### config.mk
export PLATFORM = sky130hd
export DESIGN_NAME = sparsity_expander
export DESIGN_NICKNAME = d
export VERILOG_FILES = /design/src/rtl/sparsity_expander_pkg.sv /design/src/rtl/sparsity_expander_lane_pick.sv /design/src/rtl/sparsity_expander.sv
export SDC_FILE = /design/constraint.sdc
export NUM_CORES = 1
export LEC_CHECK = 0
export CORE_UTILIZATION = 35
export CTS_CLUSTER_SIZE = 10
export DETAILED_ROUTE_END_ITERATION = 8
export GPL_ROUTABILITY_DRIVEN = 0
export MAX_ROUTING_LAYER = met4
export SLEW_MARGIN = 20
export SYNTH_ARGS = -nofsm -noshare
export SYNTH_HDL_FRONTEND = slang
export SYNTH_SLANG_ARGS = --single-unit
### constraint.sdc
create_clock -name clk -period 1.2 [get_ports clk]
set_input_delay 0.18 -clock clk [delete_from_list [all_inputs] [get_ports clk]]
set_output_delay 0.18 -clock clk [all_outputs]
set_load 0.02 [all_outputs]
### src/rtl/sparsity_expander_pkg.sv
// -----------------------------------------------------------------------------
// sparsity_expander_pkg
// Shared definitions for the sparsity expander slice:
//   - FSM state encoding (IDLE / COLLECT / EMIT)
//   - mask width and remaining-count width constants
//   - sparsity pattern encodings used by the pattern selector
//   - popcount and 32-bit saturating-add helpers
// -----------------------------------------------------------------------------
package sparsity_expander_pkg;

    // Lanes per dense block; the expander only supports 4.
    localparam int MASK_W = 4;

    // Wide enough to hold popcount of a full mask (0..4).
    localparam int CNT_W = 3;

    localparam logic [CNT_W-1:0] CNT_ONE = 3'd1;

    typedef enum logic [1:0] {
        ST_IDLE    = 2'd0,
        ST_COLLECT = 2'd1,
        ST_EMIT    = 2'd2
    } state_e;

    // Structured-sparsity patterns understood by the upstream selector.
    typedef enum logic [1:0] {
        SP_2_OF_4    = 2'd0,
        SP_1_OF_4    = 2'd1,
        SP_1_OF_8    = 2'd2,
        SP_ADAPTIVE  = 2'd3
    } sparsity_pattern_e;

    // Number of kept lanes in a block mask.
    function automatic logic [CNT_W-1:0] popcount_mask(input logic [MASK_W-1:0] m);
        logic [CNT_W-1:0] c;
        c = '0;
        for (int i = 0; i < MASK_W; i++) begin
            c = c + {{(CNT_W-1){1'b0}}, m[i]};
        end
        return c;
    endfunction

    // 32-bit add that sticks at all-ones instead of wrapping.
    function automatic logic [31:0] sat_add32(input logic [31:0] a, input logic [31:0] b);
        logic [32:0] sum;
        sum = {1'b0, a} + {1'b0, b};
        if (sum[32]) begin
            return 32'hFFFF_FFFF;
        end else begin
            return sum[31:0];
        end
    endfunction

endpackage

### src/rtl/sparsity_expander_lane_pick.sv
// -----------------------------------------------------------------------------
// sparsity_lane_pick
// Combinational selector returning a one-hot vector marking the lowest-index
// lane that is set in the keep mask but not yet filled.
// Ports:
//   mask    - latched keep mask of the current block
//   filled  - lanes already written in the current block
//   pick    - one-hot of the next lane to write (all-zero when none left)
// -----------------------------------------------------------------------------
module sparsity_lane_pick
    import sparsity_expander_pkg::*;
(
    input  logic [MASK_W-1:0] mask,
    input  logic [MASK_W-1:0] filled,
    output logic [MASK_W-1:0] pick
);

    logic [MASK_W-1:0] cand_s;

    // Isolate the lowest set bit of the candidate lanes (x & -x).
    always_comb begin
        cand_s = mask & ~filled;
        pick   = cand_s & (~cand_s + {{(MASK_W-1){1'b0}}, 1'b1});
    end

endmodule

### src/rtl/sparsity_expander.sv
// -----------------------------------------------------------------------------
// sparsity_expander
// Rebuilds a dense block of BLOCK_SIZE elements from a keep mask followed by
// one beat per kept value. Dropped lanes come out as zero.
// Ports:
//   clk, reset_n                        - clock, async active-low reset
//   mask_valid/mask_ready/mask_in       - per-block keep mask channel
//   val_valid/val_ready/val_in          - kept-value channel, one value per beat
//   out_valid/out_ready/data_out/mask_out - expanded block output channel
//   stat_blocks, stat_zero_lanes        - only with SPARSITY_EXPANDER_STATS_EN:
//                                         saturating output-block and
//                                         dropped-lane counters
// Optional feature macro: SPARSITY_EXPANDER_STATS_EN
// -----------------------------------------------------------------------------
module sparsity_expander
    import sparsity_expander_pkg::*;
#(
    parameter int DATA_WIDTH = 8,
    parameter int BLOCK_SIZE = 4
) (
    input  logic                             clk,
    input  logic                             reset_n,
    input  logic                             mask_valid,
    output logic                             mask_ready,
    input  logic [BLOCK_SIZE-1:0]            mask_in,
    input  logic                             val_valid,
    output logic                             val_ready,
    input  logic [DATA_WIDTH-1:0]            val_in,
    output logic                             out_valid,
    input  logic                             out_ready,
    output logic [DATA_WIDTH*BLOCK_SIZE-1:0] data_out,
    output logic [BLOCK_SIZE-1:0]            mask_out
`ifdef SPARSITY_EXPANDER_STATS_EN
    ,
    output logic [31:0]                      stat_blocks,
    output logic [31:0]                      stat_zero_lanes
`endif
);

    state_e                          state_r;
    state_e                          state_nxt_s;
    logic [BLOCK_SIZE-1:0]           mask_r;
    logic [BLOCK_SIZE-1:0]           filled_r;
    logic [DATA_WIDTH*BLOCK_SIZE-1:0] data_r;
    logic [CNT_W-1:0]                rem_cnt_r;
    logic                            mask_ready_r;
    logic                            val_ready_r;
    logic                            out_valid_r;
    logic [BLOCK_SIZE-1:0]           pick_s;
    logic                            mask_hs_s;
    logic                            val_hs_s;
    logic                            out_hs_s;

    // Handshakes: ready is only ever high in the state that owns the channel,
    // so stray valids in other states are never consumed.
    always_comb begin
        mask_hs_s = mask_valid & mask_ready_r;
        val_hs_s  = val_valid  & val_ready_r;
        out_hs_s  = out_valid_r & out_ready;
    end

    sparsity_lane_pick u_lane_pick (
        .mask   (mask_r),
        .filled (filled_r),
        .pick   (pick_s)
    );

    // State register.
    always_ff @(posedge clk or negedge reset_n) begin
        if (!reset_n) begin
            state_r <= ST_IDLE;
        end else begin
            state_r <= state_nxt_s;
        end
    end

    // Next-state logic.
    always_comb begin
        state_nxt_s = state_r;
        case (state_r)
            ST_IDLE: begin
                if (mask_hs_s) begin
                    if (mask_in == '0) begin
                        state_nxt_s = ST_EMIT;
                    end else begin
                        state_nxt_s = ST_COLLECT;
                    end
                end else begin
                    state_nxt_s = ST_IDLE;
                end
            end
            ST_COLLECT: begin
                if (val_hs_s && (rem_cnt_r == CNT_ONE)) begin
                    state_nxt_s = ST_EMIT;
                end else begin
                    state_nxt_s = ST_COLLECT;
                end
            end
            ST_EMIT: begin
                if (out_hs_s) begin
                    state_nxt_s = ST_IDLE;
                end else begin
                    state_nxt_s = ST_EMIT;
                end
            end
            default: begin
                state_nxt_s = ST_IDLE;
            end
        endcase
    end

    // Handshake outputs are registered from the next state, so they are all
    // low while reset is held and mask_ready comes up on the first edge after.
    always_ff @(posedge clk or negedge reset_n) begin
        if (!reset_n) begin
            mask_ready_r <= 1'b0;
            val_ready_r  <= 1'b0;
            out_valid_r  <= 1'b0;
        end else begin
            mask_ready_r <= (state_nxt_s == ST_IDLE);
            val_ready_r  <= (state_nxt_s == ST_COLLECT);
            out_valid_r  <= (state_nxt_s == ST_EMIT);
        end
    end

    // Block datapath: latch mask and clear on mask accept, then drop each
    // value into the lowest still-empty kept lane. Held untouched in EMIT.
    always_ff @(posedge clk or negedge reset_n) begin
        if (!reset_n) begin
            mask_r    <= '0;
            filled_r  <= '0;
            data_r    <= '0;
            rem_cnt_r <= '0;
        end else if (mask_hs_s) begin
            mask_r    <= mask_in;
            filled_r  <= '0;
            data_r    <= '0;
            rem_cnt_r <= popcount_mask(mask_in);
        end else if (val_hs_s) begin
            for (int i = 0; i < BLOCK_SIZE; i++) begin
                if (pick_s[i]) begin
                    data_r[i*DATA_WIDTH +: DATA_WIDTH] <= val_in;
                end
            end
            filled_r  <= filled_r | pick_s;
            rem_cnt_r <= rem_cnt_r - CNT_ONE;
        end else begin
            mask_r    <= mask_r;
            filled_r  <= filled_r;
            data_r    <= data_r;
            rem_cnt_r <= rem_cnt_r;
        end
    end

    assign mask_ready = mask_ready_r;
    assign val_ready  = val_ready_r;
    assign out_valid  = out_valid_r;
    assign data_out   = data_r;
    assign mask_out   = mask_r;

`ifdef SPARSITY_EXPANDER_STATS_EN
    logic [31:0]      stat_blocks_r;
    logic [31:0]      stat_zero_lanes_r;
    logic [CNT_W-1:0] zero_lanes_s;

    // Dropped lanes of the block currently being emitted.
    always_comb begin
        zero_lanes_s = CNT_W'(MASK_W) - popcount_mask(mask_r);
    end

    // Saturating statistics, updated once per output handshake.
    always_ff @(posedge clk or negedge reset_n) begin
        if (!reset_n) begin
            stat_blocks_r     <= 32'd0;
            stat_zero_lanes_r <= 32'd0;
        end else if (out_hs_s) begin
            stat_blocks_r     <= sat_add32(stat_blocks_r, 32'd1);
            stat_zero_lanes_r <= sat_add32(stat_zero_lanes_r, {29'd0, zero_lanes_s});
        end else begin
            stat_blocks_r     <= stat_blocks_r;
            stat_zero_lanes_r <= stat_zero_lanes_r;
        end
    end

    assign stat_blocks     = stat_blocks_r;
    assign stat_zero_lanes = stat_zero_lanes_r;
`endif

endmodule
Fig. 1: run 1, clock nets
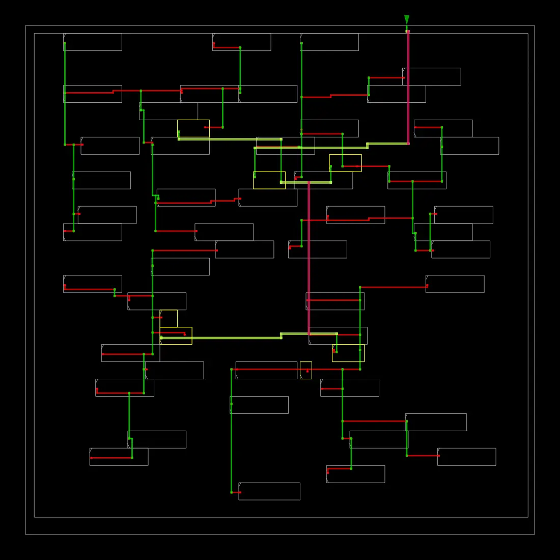
CTS Buf Count: 5
Setup Skew: 9.60 ps
clk latency late pin: 300 ps
Sink Count: 48

Fig. 2: run 1, placement density heat map
Scale bar: 20 µm. The die is cut into 8 by 8 equal tiles; dark purple is low, yellow is high, 0 to 100% covered.
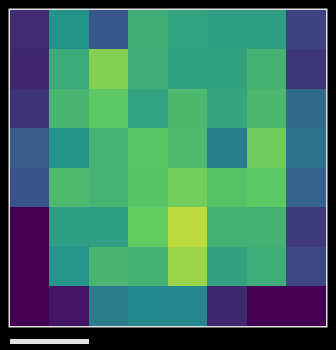
fullest tile: 90%
densest ninth of the die: middle
nearly empty tiles: 7.8%
tiles over 75% full: 9.4%
mean over tiles: 49%

==> out/metrics.yaml, run 1 <==
synthesis:
  yosysWarnings: 0
  synthMuxAreaShare_pct: 7.49
  synth_cells: 215
  ys_cells: 215
  yosysChipArea_um2: 2140
  xor_area_share_pct: 0.820
  adder_share_pct: 3.86
  flop_cell: "dfrtp_1"
  postSynthAreaPerCell_um2: 9.94
  async_flop_share_pct: 100
  synth_cell_types: 31
  netlist_area_um2: 2140
  syn_nets: 238
  synthAoiAreaFrac_pct: 7.96
  synth_seq_share_pct: 56.2
  edf_count: 0
  ys_sh_simple_pct: 19.5
  top_logic_kind: "simple AND/OR/NAND/NOR gates"
  synth_flops: 48
routing:
  avgRoutedWirePerCell_um: 14.4
  via_per_inst: 4.68
  ant_nets: 0
  vias: 1764
  drcViolationCount: 0
  first_iter_violations: 119
  dr.pass1.iters: 4
  wirelength_um: 5420
floorplanning:
  dieHeight_um: 80.1
  die_w_um: 80.1
  io-pin-count: 56
  dieArea_um2: 6420
  fp-row-count: 28
  floorplan.core_util_pct: 36.1
  core-area_um2: 5920
sta:
  fin_crit_sh_pct: 117
  min_period_ps: 1400
  slew_violations: 0
  worst_pin_slew_ps: 306
  relSlewSlack_pct: 79.5
  hold_viol: 0
  worst_slack_ps: -201
  setup_violations: 37
  rsz0062_at_grt: "yes"
  fmax_ghz: 0.714
worst_setup_path:
  critical_path_class: "register to register"
  crit_path_cell_trace: "and2b_4, buf_6, nor4_4, buf_4, buf_12, nand3_2, o21ai_1"
  ff2ff_setup_slack_ps: -200
  cpLargestDelayFamily: "buffers and inverters"
  cp.arrival_ps: 1640
  reg2reg_from: "mask_out[0]"
  worstPathMaxFanout: 8
  rr_worst_depth: 7
  path_depth: 7
  crit_path_top_delay_cell: "dfrtp_2"
  worst_setup_path_end_kind: "register"
  slowest_delay_ps: 410
  worstSetupStartpoint: "mask_out[0]"
  crit_required_ps: 1430
  critPathCapture: "data_out[20]"
  crit_buf_inv: 3
  reg2reg_to: "data_out[20]"
  critPathLaunchType: "register"
final_layout:
  largest_reg_flops: 32
  mi_logic_area_um2: 993
  syn_to_final_growth_pct: 50.5
  final_common_cell: "nand2_1"
  regArea_um2: 1200
  final_cell_mix: "nand2_1 (51), dfrtp_1 (45), clkbuf_2 (25)"
  utilization_pct: 54.3
  nets: 325
  drive_above_1_share_pct: 36.1
  filler_cell_count: 541
  diodes: 0
grt:
  grt_pass1_wl_um: 8290
  grtUsageMet3_pct: 3.41
  top_usage_layer: "met1"
  grt_max_degree: 29
  grt_pass1_vias: 1640
  antenna_found_initial: 0
  use_met2_pct: 25.6
  track_usage_pct: 17.7
  use_met1_pct: 25.6
  overflow: 0
worst_hold_path:
  whs_path_depth: 3
  hold_path_end: "mask_out[1]"
  hold_start: "mask_in[1]"
  hold_class: "primary input to register"
job:
  warnings: 31
  maxCapViolCount: 0
power:
  peakVddDrop_uv: 743
  p_int_mw: 3.79
  clkPwrFrac_pct: 15.4
  leakagePower_nw: 1.55
  p_sw_share_pct: 38.5
  pwr-share-seq_pct: 38.4
  switching_power_mw: 2.37
  powerDensity_nw_per_um2: 1910
  p_total_mw: 6.15
  combPwrFrac_pct: 46.2
outcome:
  failed_checks: "negative setup slack"
  status: "complete, but fails checks"
clock_network:
  htree_levels: 2
  root_buffer: "clkbuf_8"
  clock_tree.buffer_depth: 2
  cts.clk_slew.worst_paths_ps: 90
  cts_tree: "yes"
place:
  portBuffers: 55
  preCtsSetupSlack_ps: -861
  hpwl_um: 3630
Fig. 3: run 1, metal layers overlaid
Two of the layers only.
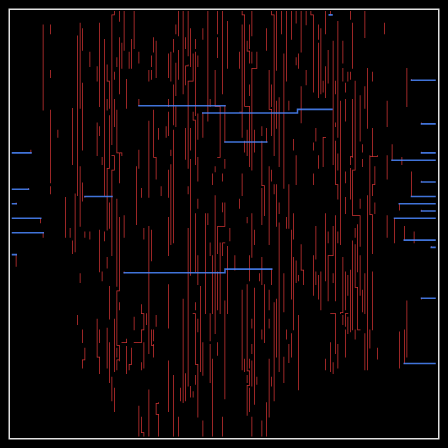
legend:
  M3:
    color: blue
    wire_length: 157 µm
  M2:
    color: red
    wire_length: 2570 µm

[run 1: area by class of cell]
cell class	count	share of cell area (%)
Clock buffer	5	2.14
Clock inverter	2	0.389
Inverter	8	1.17
Multi-Input combinational cell	148	30.9
Sequential cell	48	37.5
Tap cell	75	2.92
Timing Repair Buffer	91	25.0
[run 1: power by group through the flow]
stage               registers [mW]  logic (mW)  clock network, mW
CTS                           2.33        2.58              0.972
detailed placement            2.37        2.62                  0
finish                        2.36        2.84              0.947
global route                  2.42        3.12               1.06
global placement              2.36        2.60                  0
floorplan                     2.71        1.02                  0
[run 1: per-layer routing]
layer / wire [µm] / share of wire (%) / vias up
met5: 0 / 0 / -
met4: 41 / 0.76 / 0
met3: 157 / 2.9 / 4
met2: 2570 / 47 / 29
met1: 2660 / 49 / 846
li1: - / - / 885
[run 1: Yosys cell counts, types with 2 or more instances]
master    number  area share (%)
nand2_1       53             9.3
dfrtp_1       48              56
mux2i_1       16             7.5
nor2_1        16             2.8
o21ai_0       16             3.7
a21oi_1       12             2.8
nand3_1       10             2.3
inv_1          8             1.4
clkbuf_1       5            0.88
ha_1           5             2.9
buf_2          2            0.47
buf_4          2            0.70
nor3_1         2            0.47
nor3b_1        2            0.70
o21a_1         2            0.70
[run 1: what timing repair did]
item                       in CTS  in global routing
resized                        85                 81
pin swaps                       4                 12
gates cloned                    2                  1
hold buffers                    1                  0
hold endpoints to repair        9                  0
setup endpoints to repair      80                 77
setup buffers                   3                  7
[run 1: metrics by stage]
stage	TNS (ps)	cell area (µm²)	cells	hold WS, ps
2_1_floorplan	-4320	2200	215	-116
3_3_place_gp	-17190	3000	357	71.5
3_5_place_dp	-17680	3000	357	78.6
4_1_cts	-3880	3100	370	181
5_1_grt	-7330	3220	377	156
6_report	-4670	3220	377	140
==> run 2, diff against run 1 <==
- SYNTH_HIERARCHICAL: unset -> 1
Fig. 4: run 2, wire density map
The die is cut into 16 by 16 equal tiles; dark purple is low, yellow is high, scaled to the fullest tile. Values are wire area over tile area, all layers added.
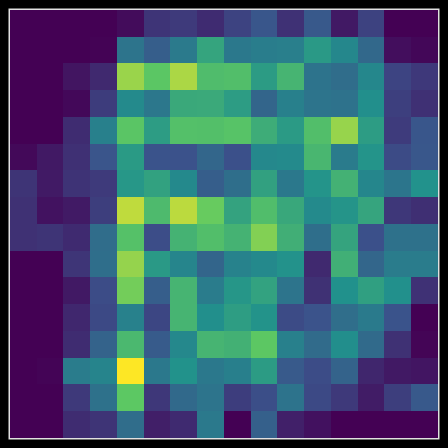
tiles over half the peak: 27%
emptiest ninth of the die: top left
fullest tile: 0.38
nearly empty tiles: 15%
mean over tiles: 0.13

==> run 2 against run 1 <==
  * Clock power increased by 4.1%
  * The run still ends with negative setup slack left
  * Hold slack about the same
  * Sequential power increased by 14%
  * Clock skew decreased by 4.6 ps
  * Count of clock-buffer cells in the layout increased by 1
  * Power increased by 17%
  * Register-to-register slack got worse by 110 ps
  * Maximum frequency decreased by 7.4%
  * Cell area decreased by 4.2%
==> out/metrics.yaml, run 2 <==
outcome:
  status: "complete, but fails checks"
  failed_checks: "negative setup slack"
sta:
  setup_violations: 37
  worst_pin_slew_ps: 306
  worst_slack_ps: -313
  rsz0062_at_grt: "yes"
  fmax_ghz: 0.661
  skew_ps: 4.98
  slew_violations: 0
  fin_tns_setup_ps: -7470
  fin_crit_sh_pct: 126
  relSlewSlack_pct: 79.6
final_layout:
  diodes: 0
  nets: 326
  drive_above_1_share_pct: 27.1
  final_cell_mix: "nand2_1 (76), dfrtp_1 (44), a21oi_1 (27)"
  largest_reg_flops: 32
  final_common_cell: "nand2_1"
  stdcell_area_um2: 3080
synthesis:
  netlist_area_um2: 2130
  top_cell_area_share_pct: 56.4
  postSynthAreaPerCell_um2: 9.33
  yosysWarnings: 6
  yosys.cell_count.top_type: "nand2_1"
  synth_cell_types: 30
  flop_cell: "dfrtp_1"
  ys_cells: 228
  synth_cells: 228
  yosysChipArea_um2: 2130
  synth_flops: 48
worst_setup_path:
  crit_path_top_delay_cell: "dfrtp_1"
  crit_path_cell_trace: "nand2b_4, a2111oi_4, and3_4, buf_6, nand2_1, a21oi_2"
  worst_setup_path_end_kind: "register"
  ff2ff_setup_slack_ps: -310
  worstPathMaxFanout: 6
  critPathCapture: "data_out[28]"
  crit_required_ps: 1440
  slowest_delay_ps: 390
  crit_buf_inv: 1
  cpLargestDelayFamily: "AND-OR/OR-AND gates"
  worstSetupStartpoint: "filled_r[3]"
  reg2reg_to: "data_out[28]"
  critical_path_class: "register to register"
power:
  p_sw_share_pct: 39.9
  powerSeq_mw: 2.69
  maxPowerGroup: "combinational logic"
  pwr.group.clock_uw: 986
  leakagePower_nw: 1.41
  p_total_mw: 7.22
  peakVddDrop_uv: 817
floorplanning:
  dieArea_um2: 6400
  floorplan.core_util_pct: 36.2
  die_w_um: 80.0
  core-area_um2: 5890
  dieHeight_um: 80.0
  fp-row-count: 28
  io-pin-count: 56
place:
  preCtsSetupSlack_ps: -878
  portBuffers: 55
  place_area_um2: 2950
routing:
  first_iter_violations: 104
  vias: 1804
  avgRoutedWirePerCell_um: 13.6
  drcViolationCount: 0
  wirelength_um: 5130
clock_network:
  cts_tree: "yes"
  htree_levels: 2
  cts.clk_slew.worst_paths_ps: 90
  cts_buffers: 5
  clock_tree.buffer_depth: 2
grt:
  track_usage_pct: 17.5
  overflow: 0
  antenna_found_initial: 0
  grt_pass1_wl_um: 8170
job:
  maxCapViolCount: 0
worst_hold_path:
  hold_start: "mask_in[0]"
  hold_path_end: "mask_out[0]"
  hold_class: "primary input to register"
Fig. 5: run 2, register map, names as in the netlist
Scale bar: 20 µm.
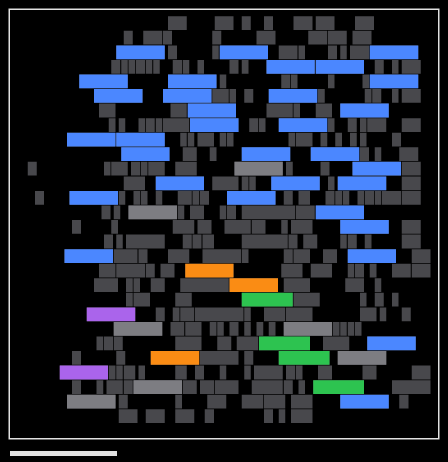
legend:
  `mask_out`:
    color: green
    placed_flops: 4
  `rem_cnt_r`:
    color: orange
    placed_flops: 3
  `state_r`:
    color: purple
    placed_flops: 2
  `data_out`:
    color: blue
    placed_flops: 32
not colored: 7

==> run 2: cell types whose count changed after synthesis, sizes merged, moves of 4 or more <==
cell / before / now
nand2: 54 / 77
o21ai: 16 / 8
mux2i: 16 / 0
nand3: 10 / 5
nor2: 16 / 9
a21oi: 12 / 36
and3: 0 / 4
clkbuf: 5 / 1
buf: 6 / 10
==> run 2: per-stage QoR <==
stage          hold slack (ps)  util [%]
6_report                   140      52.4
5_1_grt                    145      52.4
4_1_cts                    163      51.4
3_5_place_dp               189      50.2
3_3_place_gp               186      50.2
2_1_floorplan             -116         -
==> run 2: routing by layer <==
metal,up-vias,part of all wire (%),track usage [%]
met1,866,45,24.2
met2,43,48,25.6
met5,-,0,-
li1,889,-,-
met4,0,1.5,6.43
met3,6,5.5,3.20
==> run 2: layout make-up <==
type | count | area share, %
Timing Repair Buffer | 79 | 23.3
Tap cell | 75 | 3.05
Clock inverter | 1 | 0.284
Sequential cell | 48 | 39.1
Clock buffer | 6 | 2.68
Inverter | 9 | 1.50
Multi-Input combinational cell | 160 | 30.1
==> run 2: cell families (layout without fill, tap and decap cells) <==
family / Yosys count / in the layout / share of synthesized area [%]
AOI/OAI and AO/OA: 48 / 48 / 13.0
and+or+nand+nor: 104 / 104 / 21.0
DFF: 48 / 48 / 56.4
buffers and inverters: 20 / 95 / 4.82
xor gates and xnor gates: 2 / 2 / 0.823
adders and majority gates: 6 / 6 / 3.88
==> run 2: timing repair <==
item / 4_1_cts / 5_1_grt
setup endpoints to repair: 82 / 79
pin swaps: 5 / 8
hold endpoints to repair: 48 / 0
gates resized: 88 / 61
gates cloned: 0 / 0
hold buffers: 1 / 0
buffers inserted: 0 / 3
Power and IR drop assume default switching activity.
